[config.mk]
export PLATFORM = sky130hd
export DESIGN_NAME = mem_access_unit
export DESIGN_NICKNAME = d
export VERILOG_FILES = /design/src/rtl/mem_access_unit.sv
export SDC_FILE = /design/constraint.sdc
export NUM_CORES = 1
export LEC_CHECK = 0
export CAP_MARGIN = 20
export CORE_UTILIZATION = 48
export DETAILED_ROUTE_END_ITERATION = 12
export GPL_ROUTABILITY_DRIVEN = 0
export HOLD_SLACK_MARGIN = 0.05
export MAX_ROUTING_LAYER = met4
export PLACE_DENSITY_LB_ADDON = 0.12
export SLEW_MARGIN = 20
export SYNTH_ARGS = -nofsm -noshare
export SYNTH_HDL_FRONTEND = slang
export SYNTH_SLANG_ARGS = --single-unit
[constraint.sdc]
create_clock -name clk -period 2.6 [get_ports clk]
set_input_delay 0.65 -clock clk [delete_from_list [all_inputs] [get_ports clk]]
set_output_delay 0.65 -clock clk [all_outputs]
set_load 0.05 [all_outputs]
[src/rtl/mem_access_unit.sv]
// Memory-stage load/store unit: drives a req/gnt/rvalid data bus and extends load data.
// Optional watchdog enabled by defining MEM_TIMEOUT_EN.
module mem_access_unit #(
  parameter int unsigned DATA_WIDTH     = 32,
  parameter int unsigned TIMEOUT_CYCLES = 255
) (
  input  logic                  clk,
  input  logic                  rst_n,
  input  logic [DATA_WIDTH-1:0] ALUResultM,
  input  logic [DATA_WIDTH-1:0] WriteDataM,
  input  logic                  MemReadM,
  input  logic                  MemWriteM,
  input  logic [2:0]            MemCtrlM,
  output logic                  mem_req,
  output logic                  mem_we,
  output logic [DATA_WIDTH-1:0] mem_addr,
  output logic [DATA_WIDTH-1:0] mem_wdata,
  output logic [3:0]            mem_be,
  input  logic                  mem_gnt,
  input  logic                  mem_rvalid,
  input  logic [DATA_WIDTH-1:0] mem_rdata,
  output logic [DATA_WIDTH-1:0] ReadDataM,
  output logic                  StallM,
  output logic                  MisalignM,
  output logic                  BusErrM
);

  localparam logic [1:0] S_IDLE = 2'd0;
  localparam logic [1:0] S_REQ  = 2'd1;
  localparam logic [1:0] S_WAIT = 2'd2;
  localparam logic [1:0] S_DONE = 2'd3;

  logic [1:0]  state_q, state_d;
  logic [1:0]  lat_lo_q;
  logic [2:0]  lat_ctrl_q;

  logic        access_c, is_byte_c, is_half_c, misalign_c, start_c;
  logic        timeout_c, to_fire_c;
  logic [3:0]  be_c;
  logic [31:0] wdata_c;
  logic [7:0]  lane_byte_c;
  logic [15:0] lane_half_c;
  logic [31:0] load_ext_c;

  // Request decode from the E/M register outputs
  always_comb begin
    access_c   = MemReadM | MemWriteM;
    is_byte_c  = (MemCtrlM[1:0] == 2'b00);
    is_half_c  = (MemCtrlM[1:0] == 2'b01);
    misalign_c = (is_half_c && ALUResultM[0]) ||
                 (!is_byte_c && !is_half_c && (ALUResultM[1:0] != 2'b00));
    start_c    = (state_q == S_IDLE) && access_c && !misalign_c;
  end

  assign MisalignM = (state_q == S_IDLE) && access_c && misalign_c;
  assign StallM    = start_c || (state_q == S_REQ) || (state_q == S_WAIT);

  // Store lane steering; loads carry the same enables for the selected size
  always_comb begin
    be_c    = 4'hF;
    wdata_c = WriteDataM;
    if (is_byte_c) begin
      be_c    = 4'b0001 << ALUResultM[1:0];
      wdata_c = {4{WriteDataM[7:0]}};
    end else if (is_half_c) begin
      be_c    = 4'b0011 << {ALUResultM[1], 1'b0};
      wdata_c = {2{WriteDataM[15:0]}};
    end
  end

  // Load lane select and extension using the latched offset and size
  always_comb begin
    lane_byte_c = mem_rdata[7:0];
    case (lat_lo_q)
      2'd1:    lane_byte_c = mem_rdata[15:8];
      2'd2:    lane_byte_c = mem_rdata[23:16];
      2'd3:    lane_byte_c = mem_rdata[31:24];
      default: lane_byte_c = mem_rdata[7:0];
    endcase
    lane_half_c = lat_lo_q[1] ? mem_rdata[31:16] : mem_rdata[15:0];
    load_ext_c  = mem_rdata;
    if (lat_ctrl_q[1:0] == 2'b00) begin
      load_ext_c = lat_ctrl_q[2] ? {24'h0, lane_byte_c}
                                 : {{24{lane_byte_c[7]}}, lane_byte_c};
    end else if (lat_ctrl_q[1:0] == 2'b01) begin
      load_ext_c = lat_ctrl_q[2] ? {16'h0, lane_half_c}
                                 : {{16{lane_half_c[15]}}, lane_half_c};
    end
  end

`ifdef MEM_TIMEOUT_EN
  localparam int unsigned CNT_W = (TIMEOUT_CYCLES < 2) ? 1 : $clog2(TIMEOUT_CYCLES + 1);

  logic [CNT_W-1:0] cnt_q;

  assign timeout_c = ((state_q == S_REQ) || (state_q == S_WAIT)) &&
                     (cnt_q == CNT_W'(TIMEOUT_CYCLES - 1));

  // Watchdog: cleared on entry to REQ, counts every REQ/WAIT cycle
  always_ff @(posedge clk or negedge rst_n) begin
    if (!rst_n) begin
      cnt_q <= '0;
    end else if (start_c) begin
      cnt_q <= '0;
    end else if ((state_q == S_REQ) || (state_q == S_WAIT)) begin
      cnt_q <= cnt_q + CNT_W'(1);
    end
  end
`else
  logic unused_timeout_cfg;
  assign unused_timeout_cfg = ^TIMEOUT_CYCLES;
  assign timeout_c          = 1'b0;
`endif

  // State register
  always_ff @(posedge clk or negedge rst_n) begin
    if (!rst_n) begin
      state_q <= S_IDLE;
    end else begin
      state_q <= state_d;
    end
  end

  // Next state; a bus response in the same cycle wins over the watchdog
  always_comb begin
    state_d   = state_q;
    to_fire_c = 1'b0;
    case (state_q)
      S_IDLE: begin
        if (start_c) state_d = S_REQ;
      end
      S_REQ: begin
        if (mem_gnt) begin
          state_d = mem_we ? S_DONE : S_WAIT;
        end else if (timeout_c) begin
          state_d   = S_DONE;
          to_fire_c = 1'b1;
        end
      end
      S_WAIT: begin
        if (mem_rvalid) begin
          state_d = S_DONE;
        end else if (timeout_c) begin
          state_d   = S_DONE;
          to_fire_c = 1'b1;
        end
      end
      S_DONE:  state_d = S_IDLE;
      default: state_d = S_IDLE;
    endcase
  end

  // Registered bus outputs and load result
  always_ff @(posedge clk or negedge rst_n) begin
    if (!rst_n) begin
      mem_req    <= 1'b0;
      mem_we     <= 1'b0;
      mem_addr   <= '0;
      mem_wdata  <= '0;
      mem_be     <= 4'h0;
      ReadDataM  <= '0;
      BusErrM    <= 1'b0;
      lat_lo_q   <= 2'b00;
      lat_ctrl_q <= 3'b000;
    end else begin
      mem_req <= (state_d == S_REQ);
      BusErrM <= to_fire_c;
      if (start_c) begin
        mem_we     <= MemWriteM && !MemReadM;
        mem_addr   <= {ALUResultM[31:2], 2'b00};
        mem_wdata  <= wdata_c;
        mem_be     <= be_c;
        lat_lo_q   <= ALUResultM[1:0];
        lat_ctrl_q <= MemCtrlM;
      end
      if ((state_q == S_WAIT) && mem_rvalid) begin
        ReadDataM <= load_ext_c;
      end else if (to_fire_c && !mem_we) begin
        ReadDataM <= '0;
      end
    end
  end

endmodule

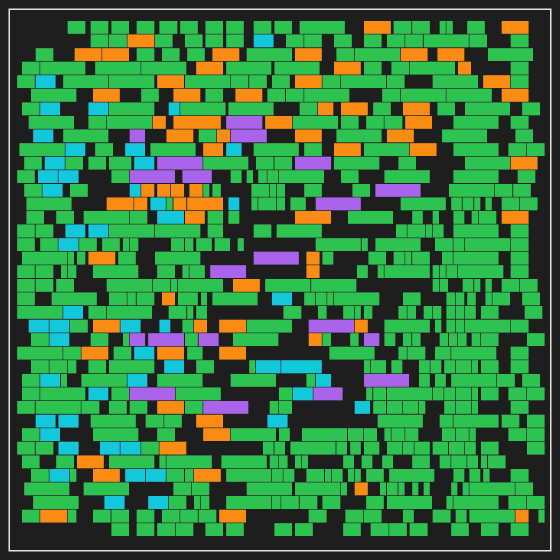
*Sizing map, run 1*
| colour | size | cells | share |
|---|---|---|---|
| green | _0 and _1 cells | 509 | 79% |
| cyan | _2 cells | 50 | 7.7% |
| purple | _6 and larger | 20 | 3.1% |
| orange | _3 and _4 cells | 69 | 11% |

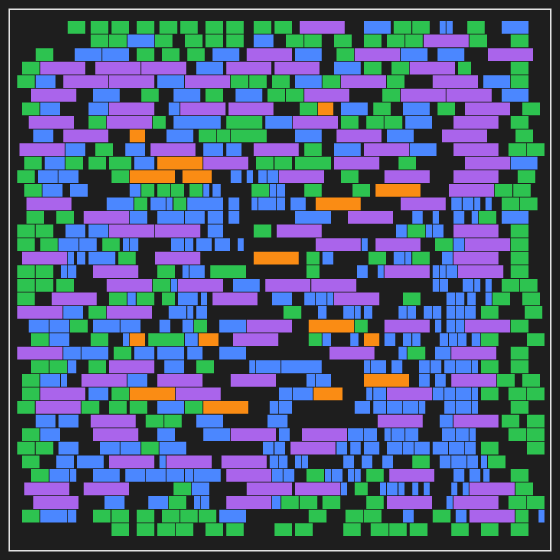
*Cells coloured by class, run 1*
| colour | class | cells | share of their area |
|---|---|---|---|
| blue | combinational and other logic | 300 | 32% |
| orange | clock drivers and dummy loads | 16 | 3.9% |
| green | other buffers and delay cells | 225 | 29% |
| purple | flops | 107 | 35% |

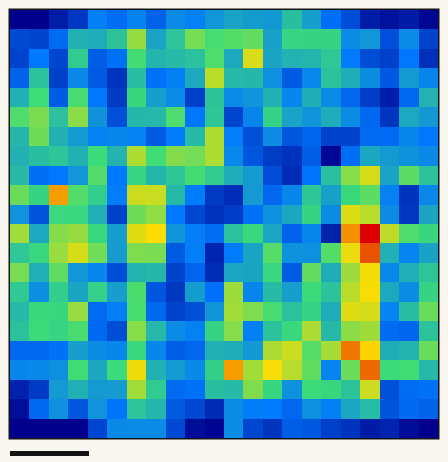
*Wiring heat map, run 1*
Bar = 20 um. The die is cut into 22 by 22 equal tiles; dark blue is low, red is high, scaled to the fullest tile. Values are wire area over tile area, all layers added.
nearly empty tiles: 2.1%
fullest tile: 0.53
emptiest ninth of the die: upper right
mean over tiles: 0.19
tiles over half the peak: 20%

==> results.md, run 1 <==
| Item | This run | Unit |
|---|---|---|
| Outcome | finished clean | - |
| CP max stage cell | sky130_fd_sc_hd__clkdlybuf4s50_1 | - |
| Post-Route M1 WL | 5890 | um |
| Setup slack after layout | 0.0535 | ns |
| EDFF count, synth | 0 | - |
| Crit path launch type | primary input | - |
| Sequential group share of total power | 27.2 | % |
| Area-dominant class | registers | - |
| Post-detailed-placement cell area | 7580 | um^2 |
| Count of standard-cell rows | 38 | - |
| Mux cell area share after synthesis | 23.0 | % |
| Number of buffers on the longest clock path | 2 | - |
| Post-CTS Setup Bufs | 0 | - |
| Final-layout worst hold slack | 0.317 | ns |
| Power density normalized to cell area | 1480 | nW/um^2 |
| DR WL met3 | 927 | um |
| Number of antenna violations at the first check in global routing | 0 | - |
| Final number of hold-violating endpoints | 0 | - |
| Met2 Wirelength | 7260 | um |
| Largest cells by area | sky130_fd_sc_hd__dfrtp_1 (49%), sky130_fd_sc_hd__mux2_4 (13%), sky130_fd_sc_hd__mux2_2 (8.1%), sky130_fd_sc_hd__nor2_1 (2.0%), sky130_fd_sc_hd__a31oi_1 (2.0%) | - |
| Number of maximum-capacitance constraint violations | 0 | - |
| Power, Total | 11.7 | mW |
| Relative slew slack | 50.7 | % |
| Largest net degree at the start of global routing | 45 | - |
| Final Cycle Share | 97.9 | % |
| Critical path endpoint | MisalignM | - |
| Simple Share, Synth | 8.62 | % |
| Yosys adder share | 0 | % |
| Worst path bufs/invs | 2 | - |
| DRC Markers | 0 | - |
| Met2 Usage GRT | 42.5 | % |
| Class of the tightest hold or removal check | primary input to async pin | - |
| Post-route non-filler standard cell count | 788 | - |
| Tightest Pin Transition | 0.740 | ns |
| Largest driver fanout on the critical path | 2 | - |
| Distinct cells, synth | 51 | - |
| Peak VDD IR | 0.00102 | V |
| Combinational share of power | 61.1 | % |
| Dominant cell area share | 49.5 | % |
| Skew final | 0.00839 | ns |
| Area of the core | 10900 | um^2 |
| Most common reg cell | sky130_fd_sc_hd__dfrtp_1 | - |
| Required time of the worst setup path | 1.95 | ns |
| Highest-power group | combinational logic | - |
| Count leader, synth | sky130_fd_sc_hd__dfrtp_1 | - |
| Number of synthesized register bits | 107 | - |
| Tap cell count | 140 | - |
| Net count reported at finish | 748 | - |
| Number of clock buffers inserted by TritonCTS | 9 | - |
| Setup TNS | 0 | ns |
| Crit. Startpoint | ALUResultM[1] | - |
| Sequential cell area | 2680 | um^2 |
| # H-tree levels | 3 | - |
| Number of global-route vias before repair | 4353 | - |
| CTS tree | done | - |
| CP max stage delay | 0.54 | ns |
| Cell at the root of the clock tree | sky130_fd_sc_hd__clkbuf_16 | - |
| Number of vias in the routed layout | 4357 | - |
| Number of sinks driven by the clock tree | 107 | - |
| Number of primary I/O pins | 210 | - |
| Number of diodes | 0 | - |
| Initial drt markers | 189 | - |
| Ordered list of cells on the worst path | clkdlybuf4s50_1 -> a21oi_2 -> or2_2 -> nor2_4 -> buf_12 | - |
| DIE HEIGHT | 108 | um |
| Cell family with most CP delay | buffers and inverters | - |
| Count of mapped cells out of synthesis | 444 | - |
| GR Util met1 | 31.1 | % |
| CTS Hold Buffers Added | 0 | - |
| Fraction of area in multi-input gates | 31.1 | % |
| Clock group share of total power | 11.8 | % |
| Share of the yosys chip area belonging to registers | 49.5 | % |
| #MultiIn Comb | 293 | - |
| Detail Route Antenna Nets | 0 | - |
| Largest area contributor in the synthesized netlist | sky130_fd_sc_hd__dfrtp_1 | - |
| Routed wire per std cell | 18.0 | um |
==> run 1: placed cells by master (no fill, tap or decap), drive strengths merged, types with 2 or more instances in the layout <==
cell type / netlist / routed
nor2b: 10 / 10
mux2i: 9 / 9
o41ai: 8 / 8
dfrtp: 107 / 107
nand2: 25 / 25
or2: 3 / 3
a21oi: 19 / 19
a2111oi: 2 / 2
or3: 2 / 2
nand3: 2 / 2
clkbuf: 15 / 9
a31oi: 17 / 17
nand2b: 4 / 4
o221ai: 2 / 2
or4: 2 / 2
mux2: 85 / 85
clkdlybuf4s50: 0 / 202
inv: 7 / 11
a211oi: 7 / 7
buf: 24 / 22
o22ai: 16 / 16
conb: 1 / 3
a32oi: 8 / 8
nor2: 30 / 30
nand3b: 2 / 2
o21ai: 14 / 14
clkinv: 0 / 3
and2: 2 / 2
nor3: 9 / 9
## Run 2: what changed since run 1
--- a/config.mk
+++ b/config.mk
@@ -5,8 +5,9 @@
 export SDC_FILE = /design/constraint.sdc
 export NUM_CORES = 1
 export LEC_CHECK = 0
+export ABC_CLOCK_PERIOD_IN_PS = 2600
 export CAP_MARGIN = 20
-export CORE_UTILIZATION = 48
+export CORE_UTILIZATION = 45
 export DETAILED_ROUTE_END_ITERATION = 12
 export GPL_ROUTABILITY_DRIVEN = 0
 export HOLD_SLACK_MARGIN = 0.05
==> run 2 against run 1 <==
Effect of this change:
- the flow now finishes with violations (DRC)
- non-clock buffer count is 2 higher
- synthesized cell count stayed put
- register-to-register slack worse by 0.05 ns
- clock power is 7% higher
- sequential cell count stayed put
- via count is 0.30% lower
- global-route usage is 0.60 points lower
- core utilization is 3.8 points lower
- clock skew is 0.0049 ns higher
- maximum frequency is 0.65% higher
- critical path type unchanged
- largest power group unchanged
==> results.md, run 2 <==
| Item | This run | Unit | Delta |
|---|---|---|---|
| EDFF count, synth | 0 | - | unchanged |
| Most common reg cell | sky130_fd_sc_hd__dfrtp_1 | - |  |
| Largest net degree at the start of global routing | 48 | - | +6.7% |
| Share of the yosys chip area belonging to registers | 49.5 | % | unchanged |
| Commonest cells in the netlist | sky130_fd_sc_hd__dfrtp_1 (107), sky130_fd_sc_hd__mux2_4 (46), sky130_fd_sc_hd__mux2_2 (39) | - |  |
| CP max stage delay | 0.50 | ns | -0.04 ns |
| Startpoint of the lowest-slack register-to-register path | lat_lo_q[1] | - |  |
| Worst path bufs/invs | 2 | - | unchanged |
| Count of standard-cell rows | 39 | - | +2.6% |
| Largest driver fanout on the critical path | 3 | - | +1 |
| Clock group share of total power | 12.5 | % | +0.7 points |
| Number of synthesized register bits | 107 | - | unchanged |
| Area of the core | 11600 | um^2 | +5.8% |
| Setup TNS | 0 | ns | unchanged |
| Count of mapped cells out of synthesis | 444 | - | unchanged |
| Most frequent logic cell in the layout | sky130_fd_sc_hd__clkdlybuf4s50_1 | - |  |
| Initial drt markers | 255 | - | +35% |
| Violations in the final reports | DRC | - |  |
| Crit path launch type | primary input | - |  |
| Post-CTS Setup Bufs | 0 | - | unchanged |
| CP max stage cell | sky130_fd_sc_hd__clkdlybuf4s50_1 | - |  |
| # H-tree levels | 3 | - | unchanged |
| CTS tree | done | - |  |
| DR WL met3 | 1100 | um | +18% |
| Final Cycle Share | 97.3 | % | -0.63 points |
| Number of iterations in the first detailed-routing pass | 8 | - |  |
| Largest cells by area | sky130_fd_sc_hd__dfrtp_1 (49%), sky130_fd_sc_hd__mux2_4 (13%), sky130_fd_sc_hd__mux2_2 (8.1%), sky130_fd_sc_hd__nor2_1 (2.0%), sky130_fd_sc_hd__a31oi_1 (2.0%) | - |  |
| Final-layout worst hold slack | 0.307 | ns | -0.0101 ns |
| Number of primary I/O pins | 210 | - | unchanged |
| DIE HEIGHT | 112 | um | +3.2% |
| Outcome | finished, violations left | - |  |
| Ordered list of cells on the worst path | clkdlybuf4s50_1 -> a21oi_2 -> or2_2 -> nor2_1 -> buf_6 | - |  |
| DR vias/cell | 5.48 | - |  |
| Number of maximum-capacitance constraint violations | 0 | - | unchanged |
| Largest area contributor in the synthesized netlist | sky130_fd_sc_hd__dfrtp_1 | - |  |
| Final number of hold-violating endpoints | 0 | - | unchanged |
| Power density normalized to cell area | 1490 | nW/um^2 | +1.0% |
| Met2 Wirelength | 7370 | um | +1.5% |
| Number of buffers on the longest clock path | 2 | - | unchanged |
| Dominant cell area share | 49.5 | % | unchanged |
| Sequential cell area | 2680 | um^2 | unchanged |
| Tightest Pin Transition | 0.795 | ns | +0.0555 ns |
| Achievable clock frequency | 0.395 | GHz |  |
| Combinational share of power | 60.5 | % | -0.6 points |
| Class of the tightest hold or removal check | primary input to async pin | - |  |
| Detail Route Antenna Nets | 0 | - | unchanged |
| Required time of the worst setup path | 1.95 | ns | about the same |
| Number of sinks driven by the clock tree | 107 | - | unchanged |
| Distinct cells, synth | 51 | - | unchanged |
| Post-Route M1 WL | 5890 | um | about the same |
| Power, Total | 11.8 | mW | +1.2% |
| Number of antenna violations at the first check in global routing | 0 | - | unchanged |
| Post-detailed-placement cell area | 7580 | um^2 | about the same |
| Crit path arrival time | 1.88 | ns |  |
| Cell at the root of the clock tree | sky130_fd_sc_hd__clkbuf_16 | - |  |
| Setup slack after layout | 0.0700 | ns | +0.0165 ns |
| Peak VDD IR | 0.000860 | V | -15% |
| Most common logic cells in the final layout | sky130_fd_sc_hd__clkdlybuf4s50_1 (202), sky130_fd_sc_hd__dfrtp_1 (107), sky130_fd_sc_hd__mux2_4 (46) | - |  |
| Cell family with most CP delay | buffers and inverters | - |  |
| Comb pwr | 7.13 | mW |  |
| Sequential group share of total power | 27.0 | % | -0.2 points |
| Number of gates on the worst path with buffers counted | 5 | - |  |
| Number of global-route vias before repair | 4513 | - | +3.7% |
| Global-route congestion overflow total | 0 | - |  |
| Met3 usage | 7.89 | % |  |
| Number of diodes | 0 | - | unchanged |
| Critical path endpoint | MisalignM | - |  |
| Clk Latency, worst-skew pair | 0.36 | ns |  |
| Skew final | 0.0133 | ns | +0.00489 ns |
| Clock transition at the register clock pins on the worst setup and hold paths after CTS | 0.07 | ns |  |
| Net count reported at finish | 750 | - | +0.27% |
| CTS Hold Buffers Added | 0 | - | unchanged |
| Routed wire per std cell | 18.4 | um | +2.5% |
| Power dissipated in sequential cells | 3.19 | mW |  |
| DRC Markers | 14 | - | +14 |
| Post-route non-filler standard cell count | 793 | - | +0.63% |
| Reported clock group power | 1.47 | mW |  |
| End of the worst register-to-register path | ReadDataM[9] | - |  |
| Top sig layer | met4 | - |  |
| GR Util met1 | 28.1 | % | -3.0 points |
| Cell count in the Yosys report | 444 | - |  |
| Number of vias in the routed layout | 4344 | - | -0.30% |
| Relative slew slack | 47.0 | % | -3.7 points |
| Count leader, synth | sky130_fd_sc_hd__dfrtp_1 | - |  |
| Crit. Startpoint | ALUResultM[1] | - |  |
| Highest-power group | combinational logic | - |  |
| Fin area | 7910 | um^2 |  |
| Number of clock buffers inserted by TritonCTS | 9 | - | unchanged |
| Met2 Usage GRT | 41.0 | % | -1.5 points |
[run 2: cell counts after synthesis]
No cell type changed its count.
[run 2: cell families after synthesis]
kind of cell           after synthesis  synth area share (%)
flip-flops                         107                  49.5
multiplexers                        95                  23.0
other                                1                0.0693
AND/OR/NAND/NOR                     94                  8.62
AND-OR/OR-AND                      100                  13.0
XOR/XNOR                             1                 0.162
buffers and inverters               46                  5.64
[run 2: area by class of cell]
class,count,share of cell area [%]
inverter,7,0.332
sequential,107,33.9
multi-input combinational,293,30.9
tap,143,2.26
clock inverter,6,1.12
timing repair buffer,227,28.6
clock buffer,10,2.89
[run 2: timing repair]
item | in CTS | in global routing
endpoints found under the hold margin | 0 | 0
gates resized | 4 | 0
endpoints found under the setup margin | 2 | 0
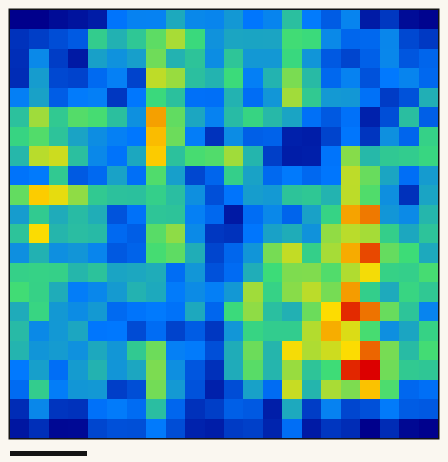
*Wiring heat map, run 2*
Bar = 20 um. The die is cut into 22 by 22 equal tiles; dark blue is low, red is high, scaled to the fullest tile. Values are wire area over tile area, all layers added.
mean over tiles: 0.19
nearly empty tiles: 1.7%
emptiest ninth of the die: upper right
fullest tile: 0.54

## Run 3: what changed since run 2
--- a/config.mk
+++ b/config.mk
@@ -8,6 +8,7 @@
 export ABC_CLOCK_PERIOD_IN_PS = 2600
 export CAP_MARGIN = 20
 export CORE_UTILIZATION = 45
+export CTS_BUF_LIST = sky130_fd_sc_hd__clkbuf_4
 export DETAILED_ROUTE_END_ITERATION = 12
 export GPL_ROUTABILITY_DRIVEN = 0
 export HOLD_SLACK_MARGIN = 0.05
==> run 3 against run 2 <==
Effect of this change:
- the run still ends with DRC left
- clock power down 34%
- core utilization down 1.3 points
- sequential power about the same
- sequential share of layout area up 0.65 points
- critical path depth unchanged
- largest cell class unchanged
- largest power group unchanged
==> results.md, run 3 <==
| Item | This run | Unit | Delta |
|---|---|---|---|
| Cell count in the Yosys report | 444 | - | unchanged |
| Ordered list of cells on the worst path | clkdlybuf4s50_1 -> a21oi_2 -> or2_2 -> nor2_1 -> buf_6 | - |  |
| Routed wire per std cell | 18.4 | um | about the same |
| Outcome | finished, violations left | - |  |
| Setup slack after layout | 0.0907 | ns | +0.0206 ns |
| Number of antenna violations at the first check in global routing | 0 | - | unchanged |
| Share of the yosys chip area belonging to registers | 49.5 | % | unchanged |
| Yosys adder share | 0 | % | unchanged |
| Number of maximum-capacitance constraint violations | 0 | - | unchanged |
| Power dissipated in sequential cells | 3.18 | mW | about the same |
| CTS tree | done | - |  |
| Net count reported at finish | 750 | - | unchanged |
| Number of vias in the routed layout | 4342 | - | -0.046% |
| Most frequent logic cell in the layout | sky130_fd_sc_hd__clkdlybuf4s50_1 | - |  |
| Tightest Pin Transition | 0.777 | ns | -0.0185 ns |
| Synth Area in XOR/XNOR | 0.162 | % | unchanged |
| Violations in the final reports | DRC | - |  |
| Sequential cell area | 2680 | um^2 | unchanged |
| Reported clock group power | 0.970 | mW | -34% |
| Largest family of logic cells by area | multiplexers | - |  |
| Global-route congestion overflow total | 0 | - | unchanged |
| Number of gates on the worst path with buffers counted | 5 | - | unchanged |
| Clock transition at the register clock pins on the worst setup and hold paths after CTS | 0.16 | ns | +0.09 ns |
| Number of global-route vias before repair | 4484 | - | -0.64% |
| DR vias/cell | 5.48 | - | about the same |
| Dominant cell area share | 49.5 | % | unchanged |
| Largest area contributor in the synthesized netlist | sky130_fd_sc_hd__dfrtp_1 | - |  |
| Count leader, synth | sky130_fd_sc_hd__dfrtp_1 | - |  |
| Number of clock buffers inserted by TritonCTS | 9 | - | unchanged |
| Post-CTS Setup Bufs | 0 | - | unchanged |
| Cell at the root of the clock tree | sky130_fd_sc_hd__clkbuf_4 | - |  |
| Setup TNS | 0 | ns | unchanged |
| Achievable clock frequency | 0.399 | GHz | +0.82% |
| Largest cells by area | sky130_fd_sc_hd__dfrtp_1 (49%), sky130_fd_sc_hd__mux2_4 (13%), sky130_fd_sc_hd__mux2_2 (8.1%), sky130_fd_sc_hd__nor2_1 (2.0%), sky130_fd_sc_hd__a31oi_1 (2.0%) | - |  |
| Cell family with most CP delay | buffers and inverters | - |  |
| CP max stage delay | 0.50 | ns | about the same |
| Skew final | 0.0218 | ns | +0.00854 ns |
| Distinct cells, synth | 51 | - | unchanged |
| Post-route non-filler standard cell count | 793 | - | unchanged |
| Startpoint of the lowest-slack register-to-register path | lat_ctrl_q[1] | - |  |
| Worst path bufs/invs | 2 | - | unchanged |
| Final-layout worst hold slack | 0.150 | ns | -0.157 ns |
| Post-detailed-placement cell area | 7580 | um^2 | unchanged |
| Initial drt markers | 218 | - | -15% |
| DRC Markers | 14 | - | unchanged |
| R2R Setup Slk | 0.66 | ns |  |
| Power, Total | 11.3 | mW | -4.3% |
| End of the worst register-to-register path | ReadDataM[1] | - |  |
| Crit path launch type | primary input | - |  |
| Fin area | 7760 | um^2 | -1.9% |
| Clock group share of total power | 8.6 | % | -3.9 points |
| Largest driver fanout on the critical path | 3 | - | unchanged |
| Count of standard-cell rows | 39 | - | unchanged |
| Crit. Startpoint | ALUResultM[1] | - |  |
| Class of the tightest hold or removal check | primary input to async pin | - |  |
| Number of diodes | 0 | - | unchanged |
| Final number of hold-violating endpoints | 0 | - | unchanged |
| Number of sinks driven by the clock tree | 107 | - | unchanged |
| Count of mapped cells out of synthesis | 444 | - | unchanged |
| Most common reg cell | sky130_fd_sc_hd__dfrtp_1 | - |  |
| Comb pwr | 7.14 | mW | about the same |
| EDFF count, synth | 0 | - | unchanged |
| Required time of the worst setup path | 1.95 | ns | about the same |
| Commonest cells in the netlist | sky130_fd_sc_hd__dfrtp_1 (107), sky130_fd_sc_hd__mux2_4 (46), sky130_fd_sc_hd__mux2_2 (39) | - |  |
| CTS Hold Buffers Added | 0 | - | unchanged |
| Most common logic cells in the final layout | sky130_fd_sc_hd__clkdlybuf4s50_1 (202), sky130_fd_sc_hd__dfrtp_1 (107), sky130_fd_sc_hd__mux2_4 (46) | - |  |
| # H-tree levels | 3 | - | unchanged |
| Sequential group share of total power | 28.2 | % | +1.2 points |
| Power density normalized to cell area | 1450 | nW/um^2 | -2.5% |
| Critical path endpoint | MisalignM | - |  |
| Mux cell area share after synthesis | 23.0 | % | unchanged |
| Crit path arrival time | 1.86 | ns | -0.02 ns |
| DIE HEIGHT | 112 | um | unchanged |
| Number of buffers on the longest clock path | 2 | - | unchanged |
| Highest-power group | combinational logic | - |  |
| Detail Route Antenna Nets | 0 | - | unchanged |
| Relative slew slack | 48.2 | % | +1.2 points |
| Number of iterations in the first detailed-routing pass | 9 | - | +1 |
run 3: cell counts after synthesis:
No cell type changed its count.
run 3: routing by layer:
layer  vias up  global-route usage (%)  wire length, um
li1       2019                       -                -
met1      2108                    28.0             5860
met2       186                    41.4             7400
met3        29                    7.46             1070
met4         0                    7.57              296
met5         -                       -                0
run 3: layout make-up:
| cell class | count | area share, % |
|---|---|---|
| inverter | 7 | 0.339 |
| tap | 143 | 2.31 |
| multi-input combinational | 293 | 31.6 |
| sequential | 107 | 34.5 |
| clock inverter | 6 | 1.14 |
| timing repair buffer | 227 | 29.2 |
| clock buffer | 10 | 0.967 |
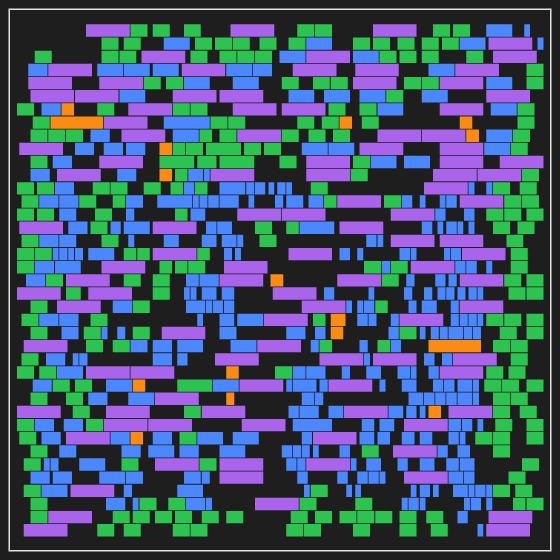
*Cells coloured by class, run 3*
| colour | class | cells | share of their area |
|---|---|---|---|
| blue | combinational and other logic | 300 | 33% |
| green | other buffers and delay cells | 227 | 30% |
| purple | flops | 107 | 35% |
| orange | clock drivers and dummy loads | 16 | 2.2% |


==> gallery <==
Routing congestion.
Plate I
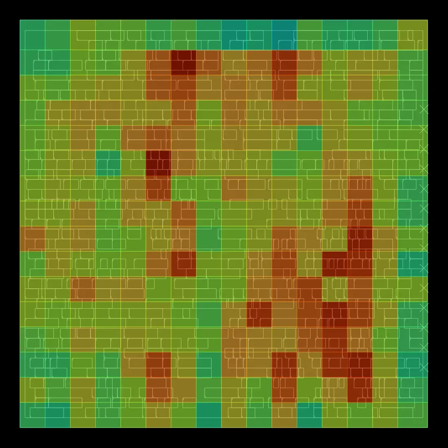
Plate II
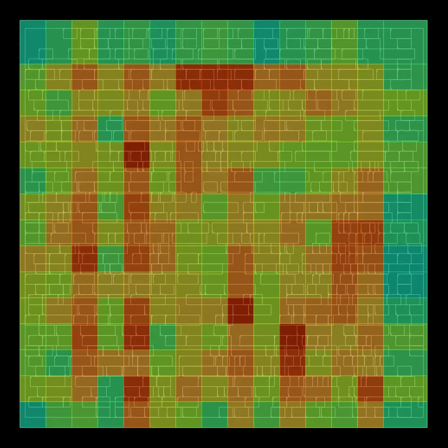
Run 1 is Plate II.
Run 2 is Plate I.

Power and IR drop assume default switching activity.
